### Supply network, run 1

Bar = 20 µm. Pins as bars on the die edge.
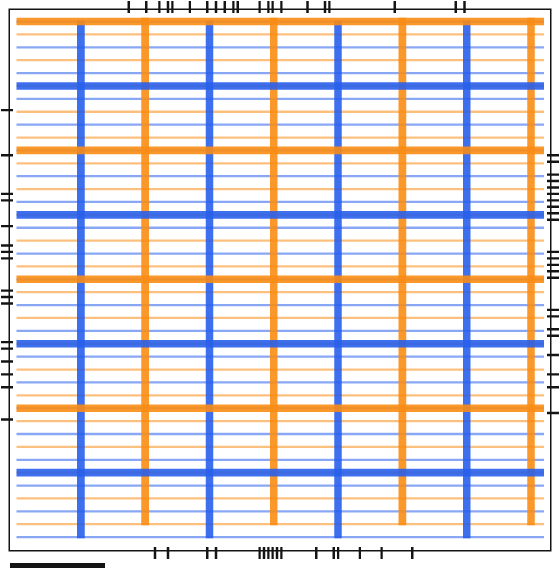
### Placed cells, one colour a class, run 1

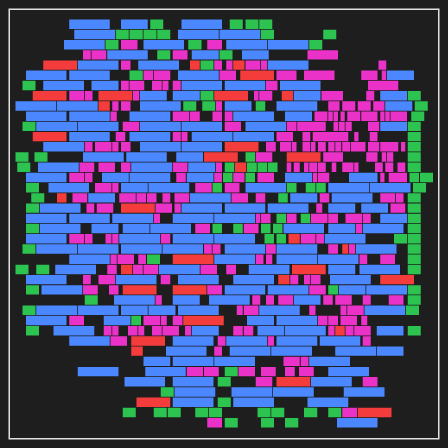
### Clock wires, drivers and flops, run 1

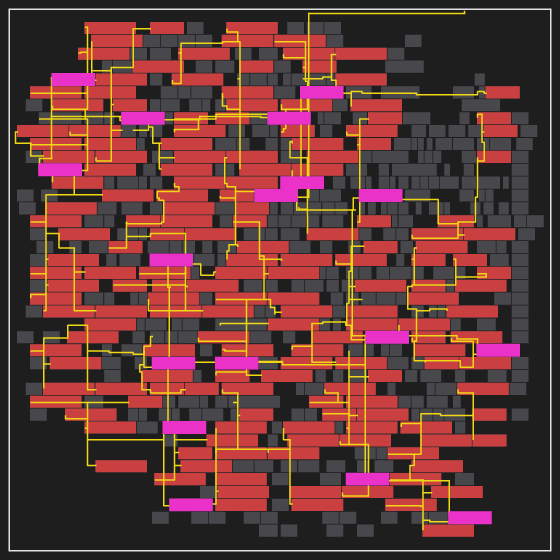
### Routed metal, one colour a layer, run 1

Bar = 20 µm.
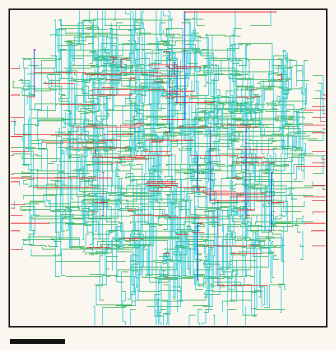
[src/rtl/axis_skid_fifo_if.sv]
// Valid/ready stream bundle: payload, end-of-packet marker and handshake.
// The producer side uses the master modport, the consumer side uses slave.
interface axis_skid_fifo_if #(
  parameter int DATA_WIDTH = 32
);
  logic [DATA_WIDTH-1:0] data;
  logic                  last;
  logic                  valid;
  logic                  ready;

  modport master (output data, output last, output valid, input ready);
  modport slave  (input data, input last, input valid, output ready);
endinterface

[src/rtl/axis_skid_fifo.sv]
// Circular stream buffer with a registered head beat, synchronous flush,
// an occupancy count and a registered almost-full flag.
module axis_skid_fifo #(
  parameter int DATA_WIDTH         = 32,
  parameter int DEPTH              = 4,
  parameter int ALMOST_FULL_THRESH = DEPTH - 1
) (
  input  logic                         clk,
  input  logic                         reset,
  input  logic                         flush,
  axis_skid_fifo_if.slave              s_in,
  axis_skid_fifo_if.master             m_out,
  output logic [$clog2(DEPTH+1)-1:0]   level,
  output logic                         almost_full
);
  localparam int AW = $clog2(DEPTH);
  localparam int LW = $clog2(DEPTH + 1);
  localparam logic [LW-1:0] LVL_ZERO = {LW{1'b0}};
  localparam logic [LW-1:0] LVL_ONE  = LW'(1);
  localparam logic [LW-1:0] LVL_FULL = LW'(DEPTH);
  localparam logic [LW-1:0] LVL_AF   = LW'(ALMOST_FULL_THRESH);
  localparam logic [AW-1:0] PTR_ZERO = {AW{1'b0}};
  localparam logic [AW-1:0] PTR_ONE  = AW'(1);

  logic [DATA_WIDTH:0] r_mem [DEPTH];
  logic [DATA_WIDTH:0] r_head;
  logic [AW-1:0]       r_wr_ptr;
  logic [AW-1:0]       r_rd_ptr;
  logic [LW-1:0]       r_level;
  logic                r_almost_full;

  logic                w_in_ready;
  logic                w_out_valid;
  logic                w_push;
  logic                w_pop;
  logic [AW-1:0]       w_rd_next;
  logic [LW-1:0]       w_level_next;
  logic [DATA_WIDTH:0] w_head_next;

  // Handshake qualification and next-state of the level and head register.
  always_comb begin
    w_in_ready   = !flush && (r_level != LVL_FULL);
    w_out_valid  = !flush && (r_level != LVL_ZERO);
    w_push       = s_in.valid && w_in_ready;
    w_pop        = w_out_valid && m_out.ready;
    w_rd_next    = w_pop ? (r_rd_ptr + PTR_ONE) : r_rd_ptr;
    w_level_next = r_level;
    if (w_push && !w_pop) begin
      w_level_next = r_level + LVL_ONE;
    end else if (w_pop && !w_push) begin
      w_level_next = r_level - LVL_ONE;
    end else begin
      w_level_next = r_level;
    end
    // The incoming beat becomes the head only when nothing older remains.
    if (w_push && (r_wr_ptr == w_rd_next)) begin
      w_head_next = {s_in.last, s_in.data};
    end else begin
      w_head_next = r_mem[w_rd_next];
    end
  end

  // Pointer, level, almost-full and head-beat state.
  always_ff @(posedge clk) begin
    if (reset || flush) begin
      r_wr_ptr      <= PTR_ZERO;
      r_rd_ptr      <= PTR_ZERO;
      r_level       <= LVL_ZERO;
      r_almost_full <= 1'b0;
      r_head        <= {(DATA_WIDTH+1){1'b0}};
    end else begin
      if (w_push) begin
        r_wr_ptr <= r_wr_ptr + PTR_ONE;
      end
      r_rd_ptr      <= w_rd_next;
      r_level       <= w_level_next;
      r_almost_full <= (w_level_next >= LVL_AF);
      r_head        <= w_head_next;
    end
  end

  // Beat storage; contents are meaningless outside the occupied window.
  always_ff @(posedge clk) begin
    if (!reset && w_push) begin
      r_mem[r_wr_ptr] <= {s_in.last, s_in.data};
    end
  end

  assign s_in.ready   = w_in_ready;
  assign m_out.valid  = w_out_valid;
  assign m_out.data   = r_head[DATA_WIDTH-1:0];
  assign m_out.last   = r_head[DATA_WIDTH];
  assign level        = r_level;
  assign almost_full  = r_almost_full;
endmodule

[src/flat_wrapper.sv]
// flat-port wrapper written by rule: the top's interface ports become plain ports
module axis_skid_fifo_flat 
#(
  parameter int DATA_WIDTH         = 32,
  parameter int DEPTH              = 4,
  parameter int ALMOST_FULL_THRESH = DEPTH - 1
)
  (clk, reset, flush, level, almost_full, s_in_data, s_in_last, s_in_valid, s_in_ready, m_out_data, m_out_last, m_out_valid, m_out_ready);
  axis_skid_fifo_if #(.DATA_WIDTH(DATA_WIDTH)) s_in_i ();
  axis_skid_fifo_if #(.DATA_WIDTH(DATA_WIDTH)) m_out_i ();
  input  logic clk;
  input  logic reset;
  input  logic flush;
  output logic [$clog2(DEPTH+1)-1:0] level;
  output logic almost_full;
  input wire logic [$bits(s_in_i.data)-1:0] s_in_data;
  input wire logic [$bits(s_in_i.last)-1:0] s_in_last;
  input wire logic [$bits(s_in_i.valid)-1:0] s_in_valid;
  output wire logic [$bits(s_in_i.ready)-1:0] s_in_ready;
  output wire logic [$bits(m_out_i.data)-1:0] m_out_data;
  output wire logic [$bits(m_out_i.last)-1:0] m_out_last;
  output wire logic [$bits(m_out_i.valid)-1:0] m_out_valid;
  input wire logic [$bits(m_out_i.ready)-1:0] m_out_ready;
  assign s_in_i.data = s_in_data;
  assign s_in_i.last = s_in_last;
  assign s_in_i.valid = s_in_valid;
  assign s_in_ready = s_in_i.ready;
  assign m_out_data = m_out_i.data;
  assign m_out_last = m_out_i.last;
  assign m_out_valid = m_out_i.valid;
  assign m_out_i.ready = m_out_ready;
  axis_skid_fifo #(.DATA_WIDTH(DATA_WIDTH), .DEPTH(DEPTH), .ALMOST_FULL_THRESH(ALMOST_FULL_THRESH)) u_core (.clk(clk), .reset(reset), .flush(flush), .s_in(s_in_i), .m_out(m_out_i), .level(level), .almost_full(almost_full));
endmodule
[config.mk]
export PLATFORM = sky130hd
export DESIGN_NAME = axis_skid_fifo_flat
export DESIGN_NICKNAME = d
export VERILOG_FILES = /design/src/rtl/axis_skid_fifo_if.sv /design/src/rtl/axis_skid_fifo.sv /design/src/flat_wrapper.sv
export SDC_FILE = /design/constraint.sdc
export NUM_CORES = 1
export LEC_CHECK = 0
export ABC_CLOCK_PERIOD_IN_PS = 3200
export CAP_MARGIN = 20
export CORE_UTILIZATION = 55
export DETAILED_ROUTE_END_ITERATION = 7
export GPL_TIMING_DRIVEN = 1
export PLACE_DENSITY = 0.89
export SLEW_MARGIN = 20
export SYNTH_ARGS = -nofsm -noshare
export SYNTH_HDL_FRONTEND = slang
export SYNTH_SLANG_ARGS = --single-unit
[constraint.sdc]
create_clock -name clk -period 3.2 [get_ports clk]
set_clock_uncertainty 0.1 [all_clocks]
set_input_delay 0.48 -clock clk [delete_from_list [all_inputs] [get_ports clk]]
set_output_delay 0.48 -clock clk [all_outputs]
set_load 0.01 [all_outputs]
==> notes.md, run 1 <==
Synthesis and place-and-route results.

- The flow ran to the end, and the final reports show no timing, DRC or antenna violations.
- The fraction of the yosys area taken by sequential cells is 69.41%.
- The share of total power consumed by net switching is 21.84%.
- The post-detailed-placement half-perimeter wirelength is 9358 µm.
- Along the critical path, the tally of buffer and inverter instances is 2.
- STA classifies the critical path endpoint as a flip-flop.
- The number of flops mapped to enable cells by yosys is 132.
- The report lists the number of cells resized after CTS as 0.
- The type of the most critical hold path is flip-flop to flip-flop.
- The synthesized area per cell is 15.74 µm².
- The area of the mapped netlist is 0.006893 mm².
- Looking at the clock tree report, the maximum root-to-sink buffer count equals 2.
- Routability-driven placement finished with a final weighted congestion of 0.7893.
- At floorplan, the net count of the design was reported as 483.
- The logic gate share of total power is 6.1%.
- The pin count of the biggest net entering global routing is 36.
- Of all nets on the critical path, the largest fanout is 22.
- The area added between synthesis and finish is 23.67%.
- The critical path arrival is 2.98 ns.
- The count of buffers added by post-CTS timing repair for setup is 0.
- The CTS tree is yes.
- The number of hold-slack violations in the final timing report is 0.
- In this run the number of H-tree levels came out at 4.
- The clock group share of total power is 43.1%.
- Of all flip-flops after synthesis, the portion carrying an async set or reset was 0%.
- The number of setup violations in the final report is 0.
- The clock-pin slew of the registers on the worst-case setup and hold paths is 0.07 ns.
- The number of OpenROAD warnings is 31.
- The post-synth register bit count is 173.
- The fraction of layout cells with a size suffix above 1 is 25.42%.
- After detailed routing, the number of vias per cell comes to 6.120.
- The count of pins on the block boundary is 77.
- The average wire per cell in the routed design is 22.09 µm.
- The minimum clock period is 2.786 ns.
- The instance area after placement is 0.007916 mm².
- After synthesis, the design contains 438 cells according to Yosys.
- The pre-antenna-repair detailed-routing pass consisted of 5 iterations.
- The aggregate negative setup slack is 0 ns.
- Setup repair after global routing left no endpoint under its margin.
- In the final design database the tool counted 571 nets.
- The hold slack is 0.4533 ns.
- Per the OpenROAD floorplan log, the area of the die is 0.01298 mm².
- In this run, flip-flops and latches consume 50.8% of the power.
- Internal power comes to 3810 µW.
- The design draws 4874 µW.
- The DRC marker count from the first detailed-route iteration is 401.
- The power density over cell area is 571.8 mW/mm².
- The number of clock sinks is 173.
- STA classifies the critical path startpoint as a flip-flop.
- The family of cells with the greatest summed delay on the critical path is AND-OR/OR-AND gates.
- Clock tree synthesis selected as its root buffer the cell sky130_fd_sc_hd__clkbuf_16.
- The leakage power is 0.002837 µW.
- The power spent charging and discharging nets is 1065 µW.
- The number of global-route vias before repair is 4488.
- Max-slew check failures listed in the final report amount to 0.
- The initial antenna violation count is 0.
- The commonest register cell after synthesis is sky130_fd_sc_hd__edfxtp_1.
- Synthesis produced a netlist whose cell count is 438.
- Traced cell by cell, the critical path runs through inv_1, ha_1, nor2b_2, o21ai_1, a21oi_4, o21a_2, buf_4, o31ai_1.
- In the finished design, the share of the clock period the worst path needs comes to 87.06%.
Back to the opening pictures, 'Supply network':
legend:
  VDD:
    colour: orange
  VSS:
    colour: blue
met1 rails: 41
met5 straps: 8
rows: 40
met4 straps: 8
Die W: 114.0 µm
die height: 114.0 µm

Back to the opening pictures, 'Placed cells, one colour a class':
legend:
  flip-flops:
    colour: blue
    cells: 173
  all other logic:
    colour: magenta
    cells: 234
  clock drivers and dummy loads:
    colour: red
    cells: 32
  other buffers and delay cells:
    colour: green
    cells: 100
summed area of non-filler cells in the final layout: 0.008524 mm²
# rows: 40
post-layout util: 70.38%
share of the final layout cell area in sequential cells: 56.14%
Core Footprint: 0.01211 mm²

Back to the opening pictures, 'Clock wires, drivers and flops':
legend:
  clock wires:
    colour: yellow
    length: 1840 µm
  flip-flops:
    colour: red
    count: 173
  cells driving clock nets:
    colour: magenta
    count: 17
flops lie: spread over the die
clk pwr: 2100 µW
Latency at later pin: 0.43 ns

Back to the opening pictures, 'Routed metal, one colour a layer':
legend:
  met1:
    colour: green
    wire_length: 6310 µm
  met2:
    colour: cyan
    wire_length: 7990 µm
  met4:
    colour: blue
    wire_length: 261 µm
  met3:
    colour: red
    wire_length: 1060 µm
number of vias after detailed routing: 4327
post-detailed-routing wire length: 15620 µm
total global-route track usage: 25.33%

## run 1: worst paths after layout
path	startpoint	slack, ns	to	depth (start not counted)
worst max-delay path	u_core.level[1]	0.41	u_core.r_head[29]	8
worst min-delay path	u_core.r_wr_ptr[1]	0.45	u_core.r_wr_ptr[1]	2
worst max register to register	u_core.level[1]	0.41	u_core.r_head[29]	8
worst min register to register	u_core.r_wr_ptr[1]	0.45	u_core.r_wr_ptr[1]	2
## run 1: logic make-up after synthesis
| logic type | after synthesis | share of synthesized area, % |
|---|---|---|
| compound gates | 141 | 16.25 |
| flops | 173 | 69.41 |
| simple gates | 37 | 3.104 |
| mux | 36 | 6.226 |
| fa+ha+maj | 9 | 1.561 |
| xor+xnor | 5 | 0.8351 |
| buf+inv | 37 | 2.614 |
## run 1: routing by layer
| metal | global-route usage [%] | wire length, µm | share of wire, % |
|---|---|---|---|
| met1 | 32.58 | 6312 | 40 |
| met2 | 41.66 | 7988 | 51 |
| met3 | 5.685 | 1058 | 6.8 |
| met4 | 10.74 | 261 | 1.7 |
| met5 | 0 | 0 | 0 |
## run 1: layout make-up
cell class	instances	area [µm²]
clock inverters	14	157.7
repair buffers	100	940.9
flip-flops and latches	173	4786
fillers	783	3587
multi-input cells	228	1957
well taps	168	210.2
clock buffers	18	450.4
inverters	6	22.52
## run 1: worst register-to-register path: stages, from the launching register on
cell                      delay [ns]
sky130_fd_sc_hd__dfxtp_1        0.33
sky130_fd_sc_hd__inv_1          0.12
sky130_fd_sc_hd__ha_1           0.25
sky130_fd_sc_hd__nor2b_2        0.32
sky130_fd_sc_hd__o21ai_1        0.21
sky130_fd_sc_hd__a21oi_4        0.60
sky130_fd_sc_hd__o21a_2         0.27
sky130_fd_sc_hd__buf_4          0.30
sky130_fd_sc_hd__o31ai_1        0.15
## run 1: sequential cells by signal, summed over array words and instances, names as in the netlist
register            count
u_core.r_mem          132
u_core.r_head          33
u_core.r_wr_ptr         2
u_core.almost_full      1
u_core.level            3
u_core.r_rd_ptr         2
## run 1: metrics by stage
stage | setup WS [ns] | utilization [%]
after floorplan | 0.6177 | -
after global placement | 0.3158 | 65.36
after detailed placement | 0.2059 | 65.36
after CTS | 0.4353 | 70.38
after global routing | 0.2260 | 70.38
final | 0.4141 | 70.38
## run 1: synth_stat cells, drive strengths merged, types with 5 or more instances
master | n | area [µm²]
nand2 | 6 | 30.03
nor2 | 11 | 41.29
clkbuf | 14 | 53.80
buf | 17 | 103.9
o31ai | 32 | 404.1
o21ai | 34 | 170.2
o211ai | 31 | 232.7
mux2 | 32 | 364.1
o22ai | 31 | 193.9
dfxtp | 41 | 820.8
and2 | 9 | 56.30
ha | 7 | 87.58
edfxtp | 132 | 3964
nor2b | 5 | 41.29
inv | 6 | 22.52
## run 1: power by group through the flow
stage	combinational [µW]	sequential [µW]	clock [µW]
detailed placement	292	2520	0
global placement	279	2520	0
finish	296	2480	2100
CTS	296	2480	2110
floorplan	111	2530	0
global route	314	2480	2200
### Routing congestion map, run 1

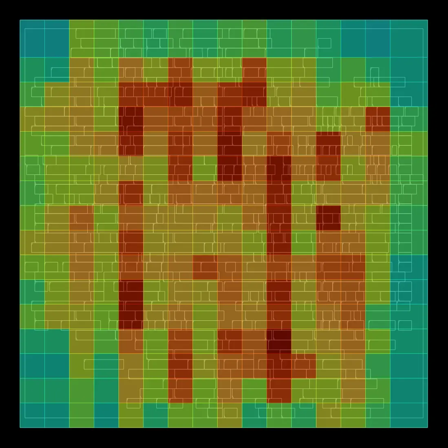

--- run 2 (diff from run 1) ---
Settings changed: CTS_BUF_LIST set to sky130_fd_sc_hd__clkbuf_2 sky130_fd_sc_hd__clkbuf_4 sky130_fd_sc_hd__clkbuf_8, PLACE_DENSITY 0.89 to 0.78.
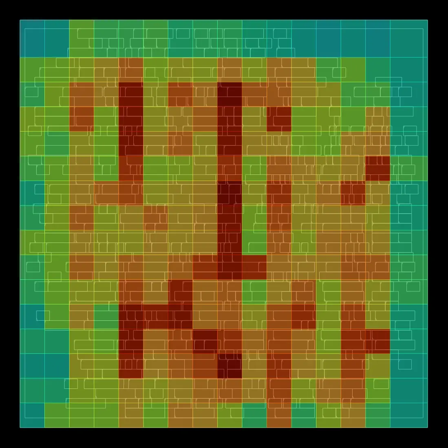
*Routing congestion map, run 2*
post-layout util: 69.32%
GR met1 Demand/Resource: 31.90%
wire per inst: 21.33 µm
total global-route track usage: 25.04%

==> run 2 against run 1 <==
Cell area down 1.5%. Combinational power about the same. Die size is the same. Non-clock buffer count is 5 lower. Core utilization shrank 1.1 points. Global-route usage down 0.29 points. First-iteration DRC count increased by 2.0%. Worst hold slack worse by 0.0058 ns.
==> notes.md, run 2 <==
Synthesis and place-and-route results.

- The area added between synthesis and finish is 21.80%.
- The number of setup violations in the final report is 0.
- The fraction of the yosys area taken by sequential cells is 69.41%.
- The number of gates resized after CTS is 0.
- Setup total negative slack on the finished layout was measured at 0 ns.
- Cells with a size suffix above 1 make up 24.72% of the layout.
- The number of flip-flops under the largest register name is 132.
- The number of H-tree levels is 4.
- The cell depth of the worst min-delay path is 2.
- Looking at the post-CTS report, the setup buffer insertion count equals 0.
- The worst setup path is captured at a flip-flop.
- The leakage power is 0.002767 µW.
- TritonCTS built the clock tree.
- The detailed-router iteration count before antenna repair is 4.
- The final timing report derives a shortest allowable period of 2.645 ns.
- The report lists the number of standard-cell rows as 40.
- The routability congestion estimate from global placement is 0.7864.
- The largest area contributor in the netlist is sky130_fd_sc_hd__edfxtp_1.
- Detailed placement ended at an HPWL of 8628 µm.
- The initial antenna violation count is 0.
- The most common cell in the synthesized netlist is sky130_fd_sc_hd__edfxtp_1.
- The detailed-route via count is 4256.
- Synthesis produced a netlist whose cell count is 438.
- The number of nets at floorplan is 483.
- Counting instances in the post-synthesis netlist gives the leading cell types as sky130_fd_sc_hd__edfxtp_1 (132), sky130_fd_sc_hd__dfxtp_1 (41).
- The number of buffers between clock root and the deepest sink is 2.
- The critical path startpoint category is a flip-flop.
- The number of hold-slack violations in the final timing report is 0.
- The via density per instance is 6.063.
- The number of max-slew violations in the final report is 0.
- The number of clock sinks is 173.
- By area the synthesized netlist is led by sky130_fd_sc_hd__edfxtp_1 (58%), sky130_fd_sc_hd__dfxtp_1 (12%), sky130_fd_sc_hd__o31ai_2 (5.4%).
- The cell count of the worst reg-to-reg path is 7.
- The portion of synthesized cell area occupied by the leading cell type is 57.51%.
- In this run the full chip footprint comes out at 0.01298 mm².
- The later-pin clock latency in the skew report is 0.46 ns.
- For this run, asynchronously set or reset flops after synthesis account for 0%.
- The run finished with clean final reports.
- The post-synthesis cell count from yosys is 438.
- Of all nets on the critical path, the largest fanout is 32.
- The wire length of the first global-routing pass is 23780 µm.
- The most critical hold endpoint after final layout shows a slack of 0.4475 ns.
- u_core.r_mem holds more flip-flops than any other register.
- At the end of the flow, the number of nets in the layout was 566.
- The number of flip-flops and latches in the synthesized netlist is 173.
- The number of OpenROAD warnings is 31.
- Averaged over all synthesized cells, the footprint is 15.74 µm².
- In the CTS report, the clock slew at the register clock pins of the worst setup and hold paths is listed as 0.08 ns.
- The count of pins on the block boundary is 77.
- The type of the most critical hold path is flip-flop to flip-flop.
- The tree is rooted in a sky130_fd_sc_hd__clkbuf_8.
- Per the OpenROAD floorplan log, the area of the core is 0.01211 mm².
- The number of global-route vias before repair is 4422.
- In the finished design, the share of the clock period the worst path needs comes to 82.65%.
- The critical path arrival is 2.89 ns.
- The height of the chip is 114.0 µm.
- The commonest register cell after synthesis is sky130_fd_sc_hd__edfxtp_1.
- The wire length after detailed routing is 14980 µm.
- In this run the cell area of the synthesized design comes to 0.006893 mm².
- Entering global routing, the biggest net connects 36 pins.
## run 2: kinds of logic after synthesis
| group | Yosys count | share of synthesized area (%) |
|---|---|---|
| adder cells (fa/ha/maj) | 9 | 1.561 |
| AND/OR/NAND/NOR | 37 | 3.104 |
| flip-flops | 173 | 69.41 |
| AND-OR/OR-AND | 141 | 16.25 |
| XOR/XNOR | 5 | 0.8351 |
| buffers and inverters | 37 | 2.614 |
| multiplexers | 36 | 6.226 |
## run 2: path summary, 6_finish.rpt
kind | from | end | slack [ns]
worst min-delay path | u_core.r_wr_ptr[1] | u_core.r_wr_ptr[1] | 0.45
worst max register to register | u_core.level[1] | u_core.r_head[29] | 0.56
worst max-delay path | u_core.level[1] | u_core.r_head[29] | 0.56
worst min register to register | u_core.r_wr_ptr[1] | u_core.r_wr_ptr[1] | 0.45
## run 2: cell type report
type | instances | area, µm²
clock inverters | 11 | 216.5
multi-input cells | 228 | 1962
inverters | 6 | 22.52
fillers | 818 | 3716
flip-flops and latches | 173 | 4786
well taps | 168 | 210.2
repair buffers | 95 | 928.4
clock buffers | 21 | 270.3
## run 2: worst max-delay path: stages, from the launching register on
cell                        delay (ns)
sky130_fd_sc_hd__dfxtp_1          0.33
sky130_fd_sc_hd__inv_1            0.12
sky130_fd_sc_hd__ha_1             0.24
sky130_fd_sc_hd__nand2b_2         0.13
sky130_fd_sc_hd__nand3_1          0.27
sky130_fd_sc_hd__a2bb2oi_4        0.82
sky130_fd_sc_hd__o22ai_1          0.17
sky130_fd_sc_hd__o31ai_1          0.35
## run 2: where the power goes
| group | leakage, µW | internal (µW) | switching, µW |
|---|---|---|---|
| sequential | 0.00153 | 2460 | 16.2 |
| clock | 0.000236 | 1050 | 745 |
| combinational | 0.00100 | 142 | 152 |
| total | 0.00277 | 3650 | 914 |
## run 2: metrics by stage
step	power (µW)	utilization, %	setup slack [ns]	instance area, µm²
2_1_floorplan	2645	-	0.6177	6893
3_3_place_gp	2805	65.30	0.3368	7909
3_5_place_dp	2814	65.30	0.2119	7909
4_1_cts	4582	69.32	0.5626	8396
5_1_grt	4704	69.32	0.3834	8396
6_report	4564	69.32	0.5553	8396
## run 2: layer usage
layer,track usage (%),share of wire [%]
met1,31.90,42
met2,41.21,51
met3,4.357,5.0
met4,13.33,2.6
met5,0,0
Power is estimated from default activity; no workload was simulated.
